`src/rtl/riscv_bus_pkg.sv`:
```
// Shared types for the core's byte-serial external bus path.
package riscv_bus_pkg;

   typedef enum logic [1:0] {
      Byte     = 2'd0,
      Half     = 2'd1,
      Word     = 2'd2,
      Reserved = 2'd3
   } access_size_t;

   typedef enum logic [1:0] {
      IDLE     = 2'd0,
      TRANSFER = 2'd1,
      RESPOND  = 2'd2
   } sequencer_state_t;

   localparam int BusByteWidth = 8;

endpackage

```
`src/rtl/byte_bus_sequencer_load_extender.sv`:
```
// Sign/zero extension of a little-endian load result to 32 bits.
module load_extender
   import riscv_bus_pkg::*;
(
   input  logic [31:0]  raw,
   input  access_size_t size,
   input  logic         is_unsigned,
   output logic [31:0]  extended
);

   logic fill_byte;
   logic fill_half;

   assign fill_byte = ~is_unsigned & raw[7];
   assign fill_half = ~is_unsigned & raw[15];

   always_comb begin
      extended = raw;
      case (size)
         Byte:    extended = {{24{fill_byte}}, raw[7:0]};
         Half:    extended = {{16{fill_half}}, raw[15:0]};
         default: extended = raw;
      endcase
   end

endmodule

```
`src/rtl/byte_bus_sequencer.sv`:
```
// Serialises 32-bit load/store requests onto an 8-bit external bus, one byte
// per transfer, little-endian, with a single response per request.
module byte_bus_sequencer
   import riscv_bus_pkg::*;
#(
   parameter int ADDRESS_WIDTH = 8,
   parameter int DATA_WIDTH    = 32
) (
   input  logic                     clk,
   input  logic                     rst_n,
   input  logic                     request_valid,
   output logic                     request_ready,
   input  logic                     request_write,
   input  logic [1:0]               request_size,
   input  logic                     request_unsigned,
   input  logic [ADDRESS_WIDTH-1:0] request_address,
   input  logic [DATA_WIDTH-1:0]    request_write_data,
   output logic                     response_valid,
   output logic                     response_error,
   output logic [DATA_WIDTH-1:0]    response_read_data,
   output logic                     busy,
   output logic [ADDRESS_WIDTH-1:0] bus_address,
   output logic                     bus_write_enable,
   output logic [BusByteWidth-1:0]  bus_write_data,
   input  logic [BusByteWidth-1:0]  bus_read_data,
   input  logic                     bus_ready
);

   sequencer_state_t state, state_next;

   logic                     lat_write;
   access_size_t             lat_size;
   logic                     lat_unsigned;
   logic [ADDRESS_WIDTH-1:0] lat_address;
   logic [DATA_WIDTH-1:0]    lat_write_data;
   logic                     lat_error;
   logic [1:0]               index;
   logic [1:0]               last;
   logic [DATA_WIDTH-1:0]    capture;
   logic [DATA_WIDTH-1:0]    extended;

   logic accept;
   logic byte_done;

   assign accept    = (state == IDLE) && request_valid;
   assign byte_done = (state == TRANSFER) && bus_ready;

   always_ff @(posedge clk or negedge rst_n) begin
      if (!rst_n) state <= IDLE;
      else        state <= state_next;
   end

   always_comb begin
      state_next = state;
      case (state)
         IDLE: begin
            if (request_valid)
               state_next = (access_size_t'(request_size) == Reserved) ? RESPOND : TRANSFER;
         end
         TRANSFER: begin
            if (bus_ready && (index == last)) state_next = RESPOND;
         end
         RESPOND:  state_next = IDLE;
         default:  state_next = IDLE;
      endcase
   end

   // Request latch, byte index and load capture register.
   always_ff @(posedge clk or negedge rst_n) begin
      if (!rst_n) begin
         lat_write      <= 1'b0;
         lat_size       <= Byte;
         lat_unsigned   <= 1'b0;
         lat_address    <= '0;
         lat_write_data <= '0;
         lat_error      <= 1'b0;
         index          <= 2'd0;
         last           <= 2'd0;
         capture        <= '0;
      end else if (accept) begin
         lat_write      <= request_write;
         lat_size       <= access_size_t'(request_size);
         lat_unsigned   <= request_unsigned;
         lat_address    <= request_address;
         lat_write_data <= request_write_data;
         lat_error      <= (access_size_t'(request_size) == Reserved);
         index          <= 2'd0;
         case (access_size_t'(request_size))
            Byte:    last <= 2'd0;
            Half:    last <= 2'd1;
            default: last <= 2'd3;
         endcase
         capture        <= '0;
      end else if (byte_done) begin
         if (!lat_write) capture[{index, 3'b000} +: BusByteWidth] <= bus_read_data;
         if (index != last) index <= index + 2'd1;
      end
   end

   load_extender u_load_extender (
      .raw         (capture),
      .size        (lat_size),
      .is_unsigned (lat_unsigned),
      .extended    (extended)
   );

   // Outputs decode from state and latched registers only.
   always_comb begin
      request_ready      = (state == IDLE);
      busy               = (state != IDLE);
      response_valid     = (state == RESPOND);
      response_error     = (state == RESPOND) && lat_error;
      response_read_data = '0;
      bus_address        = '0;
      bus_write_enable   = 1'b0;
      bus_write_data     = '0;
      if (state == TRANSFER) begin
         bus_address      = lat_address + {{(ADDRESS_WIDTH-2){1'b0}}, index};
         bus_write_enable = lat_write;
         if (lat_write) bus_write_data = lat_write_data[{index, 3'b000} +: BusByteWidth];
      end
      if ((state == RESPOND) && !lat_write && !lat_error)
         response_read_data = extended;
   end

endmodule
```
`config.mk`:
```
export PLATFORM = sky130hd
export DESIGN_NAME = byte_bus_sequencer
export DESIGN_NICKNAME = d
export VERILOG_FILES = /design/src/rtl/riscv_bus_pkg.sv /design/src/rtl/byte_bus_sequencer_load_extender.sv /design/src/rtl/byte_bus_sequencer.sv
export SDC_FILE = /design/constraint.sdc
export NUM_CORES = 1
export LEC_CHECK = 0
export CAP_MARGIN = 20
export CORE_MARGIN = 2
export CORE_UTILIZATION = 51
export CTS_BUF_LIST = sky130_fd_sc_hd__clkbuf_4 sky130_fd_sc_hd__clkbuf_8
export DETAILED_ROUTE_END_ITERATION = 7
export GPL_TIMING_DRIVEN = 0
export PLACE_DENSITY = 0.85
export SLEW_MARGIN = 30
export SYNTH_ARGS = -nofsm -noshare
export SYNTH_HDL_FRONTEND = slang
export SYNTH_SLANG_ARGS = --single-unit
```
`constraint.sdc`:
```
create_clock -name clk -period 6 [get_ports clk]
set_clock_uncertainty 0.1 [all_clocks]
set_input_delay 0.9 -clock clk [delete_from_list [all_inputs] [get_ports clk]]
set_output_delay 0.9 -clock clk [all_outputs]
set_load 0.02 [all_outputs]
```
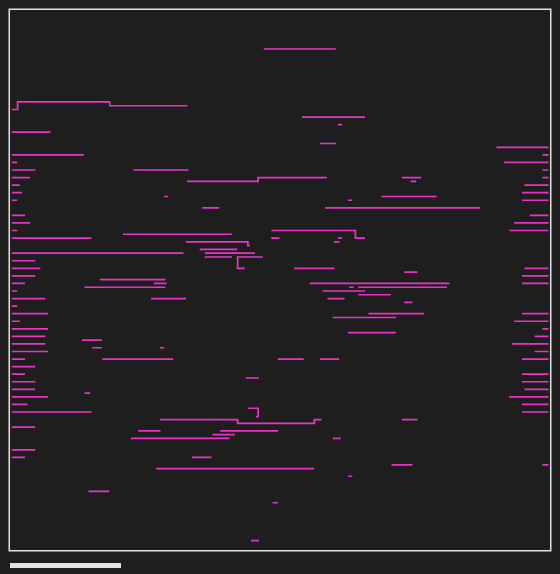
Figure 1: run 1, metal 3.
Scale bar: 20 um.
longest straight run	30.6 um
share of all routed wire	6.6%
wire length on this layer	786 um
total routed wirelength: 11.9 mm
via count: 3,929
global-route track usage on met3: 0.0511

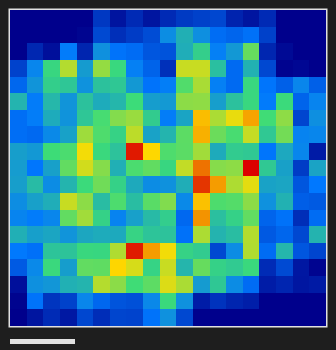
Figure 2: run 1, wiring heat map.
Scale bar: 20 um. The die is cut into 19 by 19 equal tiles; dark blue is low, red is high, scaled to the fullest tile. Values are wire area over tile area, all layers added.
nearly empty tiles	11%
mean over tiles	0.21
densest ninth of the die	middle
tiles over half the peak	23%
fullest tile	0.60
total track usage: 0.248
wire per inst: 16.7 um

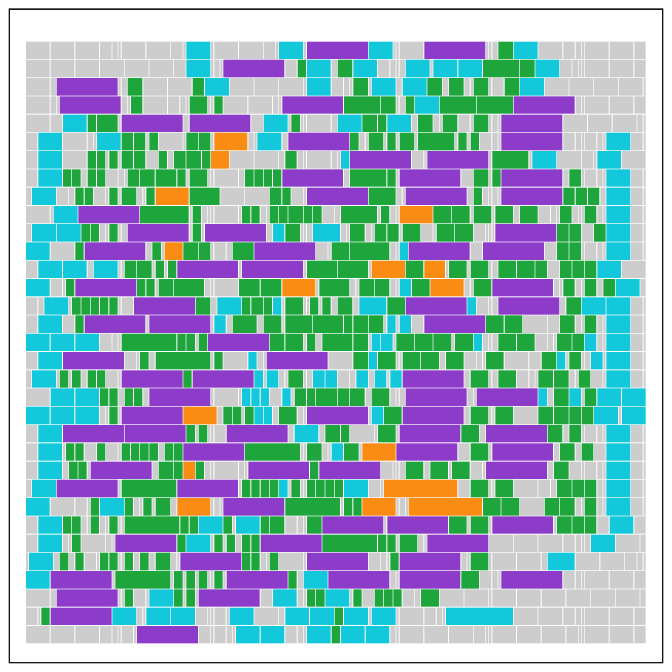
Figure 3: run 1, placed cells, one colour a class.
Fill, decap, tap and diode cells in grey.
class	colour	cells
remaining buffers and delay cells	cyan	146
clock drivers and dummy loads	orange	16
registers	purple	83
remaining logic cells	green	361
core occupancy in the finished layout: 0.710
placement row count: 33
core region area: 8300 um^2
final design area excluding fillers: 5890 um^2
sequential share of cell area: 0.353

==> ds_physical_params.txt, run 1 <==
Table: implementation figures

Parameter                              Value

Layout
  Most instantiated logic cell after routing .................. sky130_fd_sc_hd__nand2_1
  Number of fillers in the final layout .................. 621
  Commonest cells after routing, fill and taps aside .................. 135 x sky130_fd_sc_hd__nand2_1, 107 x sky130_fd_sc_hd__clkdlybuf4s50_1, 83 x sky130_fd_sc_hd__dfrtp_1, 25 x sky130_fd_sc_hd__o31ai_1, 24 x sky130_fd_sc_hd__o211ai_1
  Largest registers in the final layout .................. capture x32, lat_write_data x32, lat_address x8
  Comb. cell area .................. 2110 um^2
  Nets .................. between 600 and 700

Worst setup path
  Worst setup slack for register-to-register paths .................. 3.26 ns
  Worst path max stage delay .................. about 0.54 ns
  R2R cell count .................. 7
  Number of buffers and inverters on the critical path .................. 3
  End of the worst register-to-register path .................. capture[4]
  Worst endpoint data arrival time .................. around 2.7 ns
  CP Launch Point .................. index[0]
  Stages on worst setup path .................. 5
  Cell type group with the largest total delay on the critical path .................. buffers and inverters

Clocking
  Clock sink count .................. 83
  Hold-fix buffers at CTS .................. 0
  Longest Clk Path Bufs .................. 2
  Post-CTS Setup Inserts .................. 0
  H-tree levels .................. 3

Logic synthesis
  Predominant post-synthesis flop cell .................. sky130_fd_sc_hd__dfrtp_1
  List of most frequent post-synthesis cells .................. 135 x sky130_fd_sc_hd__nand2_1, 83 x sky130_fd_sc_hd__dfrtp_1, 25 x sky130_fd_sc_hd__o31ai_1
  YS warnings .................. 0
  Syn Area/Cell .................. 9.19 um^2
  Ys cells .................. between 400 and 500
  Cell count after synthesis .................. about 480

Placed design
  GP Congestion .................. approximately 0.87

GRT
  Met1 Use GR .................. 0.290
  Largest net degree at the start of global routing .................. about 54
  Antenna violations before repair .................. 0

STA
  PnR worst setup slack .................. around 2.3 ns
  Relative slew slack .................. 0.472
  Unrepaired setup endpoints after global routing .................. no

Power and ir drop
  Largest voltage drop on the vdd net .................. approximately 0.25 mV
  Top power consumer group .................. combinational cells
  Power consumed by combinational cells .................. 1.24 mW
  Internal power .................. between 1.5 and 2 mW
  Share of power burned in combinational logic .................. 0.482

Route
  Detail Route met3 WL .................. between 700 and 800 um
  Drt first pass iters .................. 5
  DRC violations left .................. 0

Floorplanning
  Well Taps .................. about 110
  Die x size .................. 97.1 um

Run
  Tool warning count .................. 30
  Max_cap viols .................. 0

Status
  Run status .................. completed
--- run 2 (diff from run 1) ---
clock period = 3.77 ns   (was 6 ns; I/O delays follow)
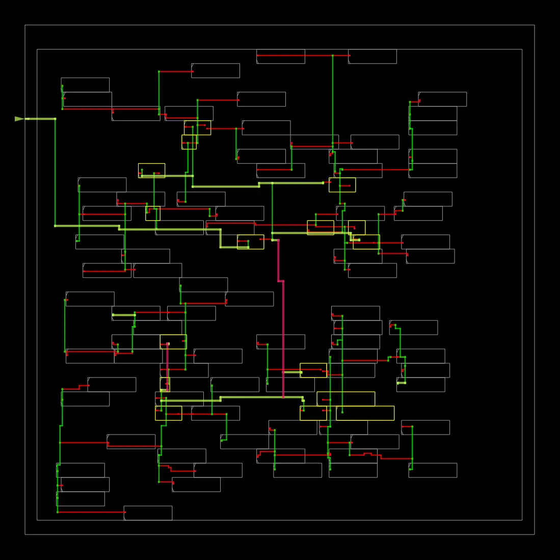
Figure 4: run 2, the clock network.
cts bufs inserted: 9
clock-net power: 722 uW

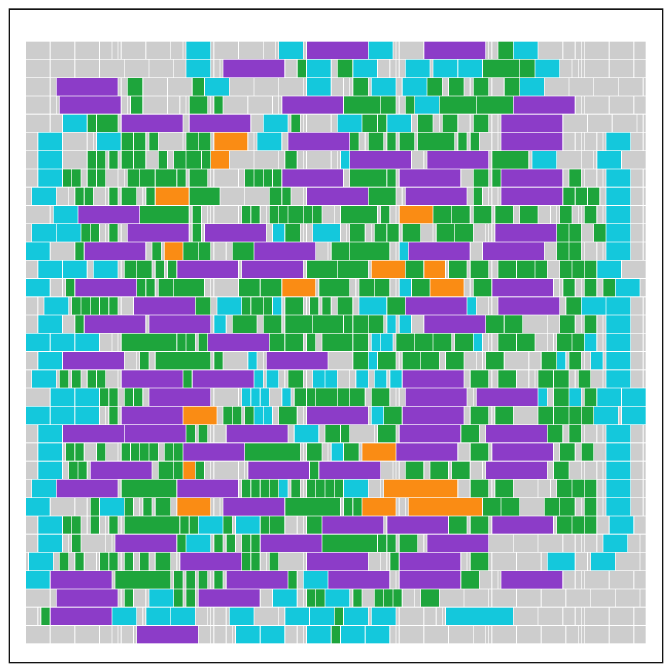
Figure 5: run 2, placed cells, one colour a class.
Fill, decap, tap and diode cells in grey.
sequential share of cell area: 0.352
final design area excluding fillers: 5900 um^2

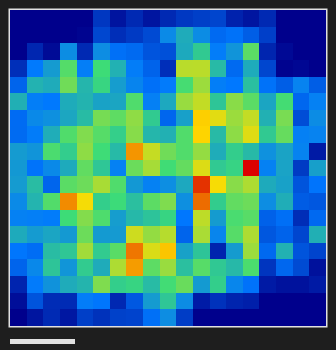
Figure 6: run 2, wiring heat map.
Scale bar: 20 um. The die is cut into 19 by 19 equal tiles; dark blue is low, red is high, scaled to the fullest tile. Values are wire area over tile area, all layers added.
fullest tile	0.62
mean over tiles	0.21
densest ninth of the die	middle
nearly empty tiles	10%
tiles over half the peak	25%
total routed wirelength: 11.8 mm
via count: 3,946
wire per inst: 16.6 um
total track usage: 0.249

==> ds_physical_params.txt, run 2 <==
Table: implementation figures

Parameter                              Value

Floorplanning
  Placement row count .................. 33
  Core region area .................. ~8300 um^2
  Well Taps .................. approximately 110

Worst setup path
  Worst setup slack for register-to-register paths .................. 1.05 ns
  Cell type group with the largest total delay on the critical path .................. buffers and inverters
  R2R cell count .................. 7
  Worst endpoint data arrival time .................. around 2.7 ns
  End of the worst register-to-register path .................. capture[4]

Layout
  Largest registers in the final layout .................. capture x32, lat_write_data x32, lat_address x8
  Commonest cells after routing, fill and taps aside .................. 135 x sky130_fd_sc_hd__nand2_1, 107 x sky130_fd_sc_hd__clkdlybuf4s50_1, 83 x sky130_fd_sc_hd__dfrtp_1, 25 x sky130_fd_sc_hd__o31ai_1, 24 x sky130_fd_sc_hd__o211ai_1
  Nets .................. 666
  Core occupancy in the finished layout .................. 0.711
  Comb. cell area .................. ~2100 um^2
  Number of fillers in the final layout .................. 621

STA
  Unrepaired setup endpoints after global routing .................. no
  PnR worst setup slack .................. around 0.46 ns

Power and ir drop
  Share of power burned in combinational logic .................. 0.482
  Top power consumer group .................. combinational cells
  Power consumed by combinational cells .................. 1.98 mW
  Internal power .................. approximately 2.4 mW

GRT
  Antenna violations before repair .................. 0
  Met1 Use GR .................. 0.290
  Largest net degree at the start of global routing .................. 54

Placed design
  GP Congestion .................. slightly below 0.9

Route
  DRC violations left .................. 0
  Detail Route met3 WL .................. roughly 820 um

Logic synthesis
  Cell count after synthesis .................. ~480
  Syn Area/Cell .................. a little over 9 um^2
  Ys cells .................. 481
  Predominant post-synthesis flop cell .................. sky130_fd_sc_hd__dfrtp_1

Run
  Max_cap viols .................. 0

Clocking
  Clock sink count .................. 83
  Hold-fix buffers at CTS .................. 1
  Longest Clk Path Bufs .................. 2

Status
  Run status .................. completed
No activity file was given, so power comes from the tool's default toggle rates.
